Fig. 1: placement view
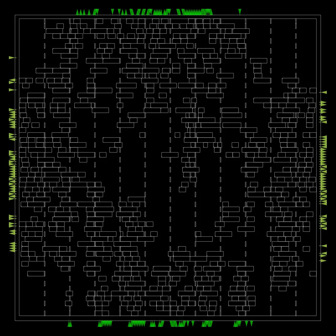
Fig. 2: drive-strength map
Drawn at 3 px/um.
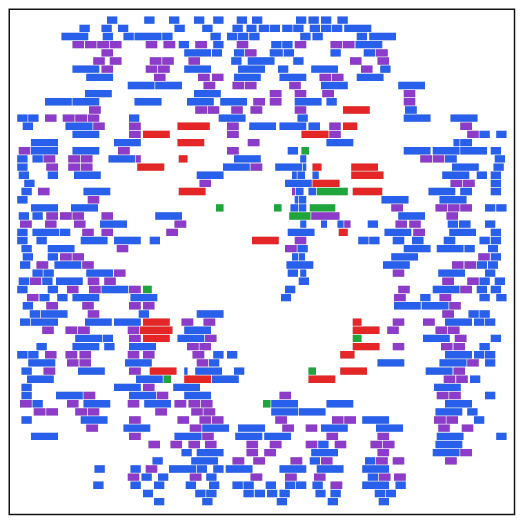
[config.mk]
export PLATFORM = sky130hd
export DESIGN_NAME = mem_wb_pipe
export DESIGN_NICKNAME = d
export VERILOG_FILES = /design/src/rtl/mem_wb_pipe.sv
export SDC_FILE = /design/constraint.sdc
export NUM_CORES = 1
export LEC_CHECK = 0
export CAP_MARGIN = 20
export CORE_MARGIN = 2
export CORE_UTILIZATION = 25
export DETAILED_ROUTE_END_ITERATION = 10
export PLACE_DENSITY_LB_ADDON = 0.25
export SYNTH_ARGS = -nofsm -noshare
export SYNTH_HDL_FRONTEND = slang
export SYNTH_SLANG_ARGS = --single-unit
export TNS_END_PERCENT = 50
[constraint.sdc]
create_clock -name clk -period 5.8 [get_ports clk]
set_input_delay 0.87 -clock clk [delete_from_list [all_inputs] [get_ports clk]]
set_output_delay 0.87 -clock clk [all_outputs]
set_load 0.005 [all_outputs]
[src/rtl/mem_wb_pipe.sv]
// mem_wb_pipe: MEM/WB pipeline stage with valid/ready handshake, one-entry
// skid buffer, flush, and a write-back forwarding tap.
//
// Ports:
//   clk, rst                clock and asynchronous active-high reset
//   flush                   discard held and incoming entries
//   in_valid/in_ready       upstream handshake (in_ready depends on state only)
//   in_wb/alu/rdata/dst     incoming entry payload
//   out_valid/out_ready     downstream handshake
//   out_wb/alu/rdata/dst    main entry payload
//   fwd_valid/dst/data      forwarding tap derived from the main entry
//   occupancy               number of held entries (0..2)
module mem_wb_pipe #(
    parameter int unsigned DATA_W = 32,
    parameter int unsigned REG_W  = 5,
    parameter int unsigned WB_W   = 2
) (
    input  logic              clk,
    input  logic              rst,
    input  logic              flush,
    input  logic              in_valid,
    output logic              in_ready,
    input  logic [WB_W-1:0]   in_wb,
    input  logic [DATA_W-1:0] in_alu,
    input  logic [DATA_W-1:0] in_rdata,
    input  logic [REG_W-1:0]  in_dst,
    output logic              out_valid,
    input  logic              out_ready,
    output logic [WB_W-1:0]   out_wb,
    output logic [DATA_W-1:0] out_alu,
    output logic [DATA_W-1:0] out_rdata,
    output logic [REG_W-1:0]  out_dst,
    output logic              fwd_valid,
    output logic [REG_W-1:0]  fwd_dst,
    output logic [DATA_W-1:0] fwd_data,
    output logic [1:0]        occupancy
);

    // Main entry (M) drives the outputs; skid entry (S) absorbs one stall.
    logic              r_m_valid;
    logic [WB_W-1:0]   r_m_wb;
    logic [DATA_W-1:0] r_m_alu;
    logic [DATA_W-1:0] r_m_rdata;
    logic [REG_W-1:0]  r_m_dst;

    logic              r_s_valid;
    logic [WB_W-1:0]   r_s_wb;
    logic [DATA_W-1:0] r_s_alu;
    logic [DATA_W-1:0] r_s_rdata;
    logic [REG_W-1:0]  r_s_dst;

    logic w_accept;
    logic w_drain;
    logic w_m_free;

    // Ready only while the skid slot is empty, so it never depends on out_ready.
    assign in_ready = !r_s_valid && !rst;
    assign w_accept = in_valid && in_ready && !flush;
    assign w_drain  = r_m_valid && out_ready;
    assign w_m_free = !r_m_valid || w_drain;

    // Entry storage: skid has priority into M so FIFO order is preserved.
    always_ff @(posedge clk or posedge rst) begin
        if (rst) begin
            r_m_valid <= 1'b0;
            r_m_wb    <= '0;
            r_m_alu   <= '0;
            r_m_rdata <= '0;
            r_m_dst   <= '0;
            r_s_valid <= 1'b0;
            r_s_wb    <= '0;
            r_s_alu   <= '0;
            r_s_rdata <= '0;
            r_s_dst   <= '0;
        end else if (flush) begin
            r_m_valid <= 1'b0;
            r_s_valid <= 1'b0;
            r_m_wb    <= '0;
            r_s_wb    <= '0;
        end else if (w_m_free) begin
            if (r_s_valid) begin
                r_m_valid <= 1'b1;
                r_m_wb    <= r_s_wb;
                r_m_alu   <= r_s_alu;
                r_m_rdata <= r_s_rdata;
                r_m_dst   <= r_s_dst;
                r_s_valid <= 1'b0;
            end else if (w_accept) begin
                r_m_valid <= 1'b1;
                r_m_wb    <= in_wb;
                r_m_alu   <= in_alu;
                r_m_rdata <= in_rdata;
                r_m_dst   <= in_dst;
            end else begin
                r_m_valid <= 1'b0;
            end
        end else if (w_accept) begin
            r_s_valid <= 1'b1;
            r_s_wb    <= in_wb;
            r_s_alu   <= in_alu;
            r_s_rdata <= in_rdata;
            r_s_dst   <= in_dst;
        end
    end

    assign out_valid = r_m_valid;
    assign out_wb    = r_m_wb;
    assign out_alu   = r_m_alu;
    assign out_rdata = r_m_rdata;
    assign out_dst   = r_m_dst;

    // Forwarding tap: wb[0] = RegWrite, wb[1] = MemToReg; r0 is never forwarded.
    assign fwd_valid = r_m_valid && r_m_wb[0] && (r_m_dst != '0);
    assign fwd_dst   = r_m_dst;
    assign fwd_data  = r_m_wb[1] ? r_m_rdata : r_m_alu;

    assign occupancy = 2'(r_m_valid) + 2'(r_s_valid);

endmodule

==> design notes <==
The signal on the critical path passes through clkdlybuf4s50_1, nor2b_1, nand4b_4, buf_4, mux2_2. The power report puts the net switching power at 783 uW. The total number of nets in the final design came out at 701. The number of OpenROAD warnings is 26, and the met2 track demand over resource in global routing is 20.6%.

For this run the detailed placement stage logged an HPWL of 11.0 mm. The logs give 35.7% for the utilization of the core after routing and 20 for the clock buffer instance count of the final layout. With the peak supply drop at 0.000149 V, the number of tapcells is 341. The synthesized netlist handed to floorplanning was reported with a cell count of 445. Per the post-route antenna check, the number of violating nets is 0. The run gives 100 for the largest net degree at the start of global routing. Counting distinct cell types in the post-synthesis netlist gives 22. Final RePlAce weighted congestion: 0.688.

The repair_antennas step left the layout with diodes totalling 0. The logs give 0 for the number of hold-slack violations in the final timing report and 14.6% for the fraction of met1 tracks used by global routing. The buffer count from post-CTS setup fixing is 0, and the number of register bits inferred by synthesis is 144.

The first TritonRoute pass finished after 3 iterations. For the final global-route overflow total, the log shows 0. CTS saw 144 sinks.

The tools report the total sequential power as 1.33 mW. The layout report lists the multi-input gate area as 2910 um^2. The clock reaches the later pin of the worst-skew pair after 0.42 ns. Height of the chip: 168 um.

The critical path is of the primary input to flip-flop type. After layout the signal buffers, clock cells excluded, come to 20.4% of cell area. The clock transition at the registers of the reported paths was 0.06 ns.

The run gives 168 um for the die width. The internal power of the cells totals 2.43 mW. In this run the cell area measured after placement is 8880 um^2.

The routed layout has 4257 vias. The timing report notes that buffer and inverter cells on the critical path total 2. At the floorplan stage, the core utilization is reported as 25.2%. The kind of end point of the critical path was a flip-flop.

Detailed routing placed a total of 822 um of wire on met3. The first-pass GRT wire length was 26.2 mm; the top-level port count was 189. In this build the clock could be raised as far as 0.310 GHz. The delay of the slowest cell on the worst path is 0.81 ns, and the number of cells upsized or downsized after cts is 0. Looking at the power breakdown, sequential logic takes 41.3% of the total.

The worst setup path is launched from a primary input. Clock network area share: 6.42%. After detailed placement, the design holds a cell count of 945. The run gives 445 as the number of standard cells reported by yosys. The buffer cell driving the clock tree root was sky130_fd_sc_hd__clkbuf_16. The number of multi-input combinational cells in the layout is 264.

The post-route netlist has 42.9% of its cells at a drive strength greater than 1. For the global router's overall resource usage, the log shows 11.9%. Setup repair after global routing left no endpoint under its margin. Per the detail_route report, DRC violations left total 0. Per the CTS log, the buffer count on the longest clock path is 2. Chip area: 28200 um^2. The family with the most delay on the worst path was simple AND/OR/NAND/NOR gates. The number of global-route vias before repair is 4691, and the largest fanout on the critical path is 46.

The power group with the largest share was registers. Most utilized layer in the global route result: met2. For the minimum hold slack, the log shows 0.500 ns.

In the final run the clock tree shows a worst skew of 0.00836 ns. The number of core rows came out at 60. The non-filler instance count after layout came out at 977.

Per the final report, max-transition violations number 0. The overall routed net length is 16.5 mm. The run gives 8.25 mm as the routed wire length on met2. The met3 usage is 3.31%. Averaged over all synthesized cells, the footprint is 15.1 um^2. The switching fraction of total power came out at 24.4%. The critical path in the final layout is reported with a setup slack of 2.58 ns.

The final layout reports a setup TNS of 0 ns. The leading cell category by total area is registers. Summing all flip-flop and latch instances after layout gives 3610 um^2. The flow ran to the end, and the final reports show no timing, DRC or antenna violations. The highest layer used for signal routing was met4.

The run gives 4.36 for the mean number of vias per cell. Sequential elements use 53.6% of the synthesized area. The report lists the power per cell area as 338 nW/um^2.

The final critical-path required period is 3.22 ns, and the non-clock buffer total of the final layout is 193. The share of the final layout cell area in multi-input gates was 30.6%; the number of DRC markers in iteration 0 was 126. The tools report the count of sequential standard cells as 144. The worst min-delay path category is flip-flop to flip-flop. Leaving out fill and tap cells, the most frequent cells in the layout are sky130_fd_sc_hd__mux2_2 (231), sky130_fd_sc_hd__clkdlybuf4s50_1 (188), sky130_fd_sc_hd__dfrtp_1 (142), sky130_fd_sc_hd__clkbuf_16 (17), sky130_fd_sc_hd__mux2_1 (10). For the post-synthesis cell area, the log shows 6720 um^2. Non-clock inverters in the final layout number 4. Across the run, the number of max-cap violations was 0. The chip area line of the yosys report is 6720 um^2, and the pre-CTS worst setup slack is 2.08 ns.

The leakage power of the design is 3.95 nW, and the number of antenna violations at the first check in global routing is 0. Per the STA report, the cell with the highest stage delay on the worst path is sky130_fd_sc_hd__nand4b_4. With the count of buffers from port buffering at 188, the setup slack on the worst flop-to-flop path is 2.95 ns.

The final report lists the setup-violating endpoint count as 0. The share of total power in combinational logic was 23.1%; the final routed wire length divided by cell count was 16.9 um. Power comes to 3.21 mW.

For this block, wires on met1 add up to 7.32 mm. The pin closest to its max-slew limit shows a slew of 0.944 ns. Clock network power for this build is 1.14 mW. TritonCTS built the clock tree.

The CTS report gives the tree buffer count as 17. In this run, power in combinational logic comes to 741 uW. Of the total power, the clock network draws 35.6%.
Back to the opening pictures, Fig. 1:
proportion of cell area occupied by registers: 37.9%
core region area: 26700 um^2
fill cell total of the finished layout: 2528

Back to the opening pictures, Fig. 2:
Key: red = x6 and larger [cells 27, share 4.2%]; purple = x2 [cells 235, share 37%]; blue = x1 and smaller [cells 363, share 57%]; green = x3 and x4 [cells 11, share 1.7%]
Area growth, synth to finish: 41.6%
total non-filler cell area in the finished layout: 9520 um^2

==> worst paths after layout <==
check | startpoint | endpoint | cells past startpoint
max | out_ready | r_s_dst[4]$_DFFE_PP0P_ | 5
min | r_s_alu[16]$_DFFE_PP0P_ | r_s_alu[16]$_DFFE_PP0P_ | 1
max reg2reg | r_s_valid$_DFFE_PP0P_ | r_s_dst[4]$_DFFE_PP0P_ | 5
min reg2reg | r_s_alu[16]$_DFFE_PP0P_ | r_s_alu[16]$_DFFE_PP0P_ | 1
max in group asynchronous | rst | out_rdata[1]$_DFFE_PP0P_ | 3
min in group asynchronous | rst | r_s_wb[0]$_DFFE_PP0P_ | 2
==> Yosys cell counts, drive strengths merged <==
| cell type | number | area, um^2 |
|---|---|---|
| a21o | 1 | 7.51 |
| clkbuf | 11 | 41.3 |
| dfrtp | 144 | 3600 |
| mux2 | 241 | 2710 |
| or3 | 1 | 6.26 |
| o311a | 1 | 10.0 |
| nand4b | 1 | 15.0 |
| ha | 1 | 12.5 |
| a21oi | 1 | 5.00 |
| nand2b | 6 | 37.5 |
| nor2b | 1 | 6.26 |
| a211oi | 6 | 57.6 |
| and3 | 1 | 6.26 |
| mux2i | 2 | 20.0 |
| nor2 | 1 | 6.26 |
| buf | 22 | 156 |
| inv | 4 | 15.0 |
==> kinds of logic (layout without fill, tap and decap cells) <==
family / Yosys count / in the layout / share of synthesized area (%)
adder cells (fa/ha/maj): 1 / 1 / 0.186
buffers and inverters: 37 / 228 / 3.17
AND-OR/OR-AND: 9 / 9 / 1.19
flip-flops: 144 / 144 / 53.6
AND/OR/NAND/NOR: 11 / 11 / 1.15
multiplexers: 243 / 243 / 40.7
Power is estimated from default activity; no workload was simulated.
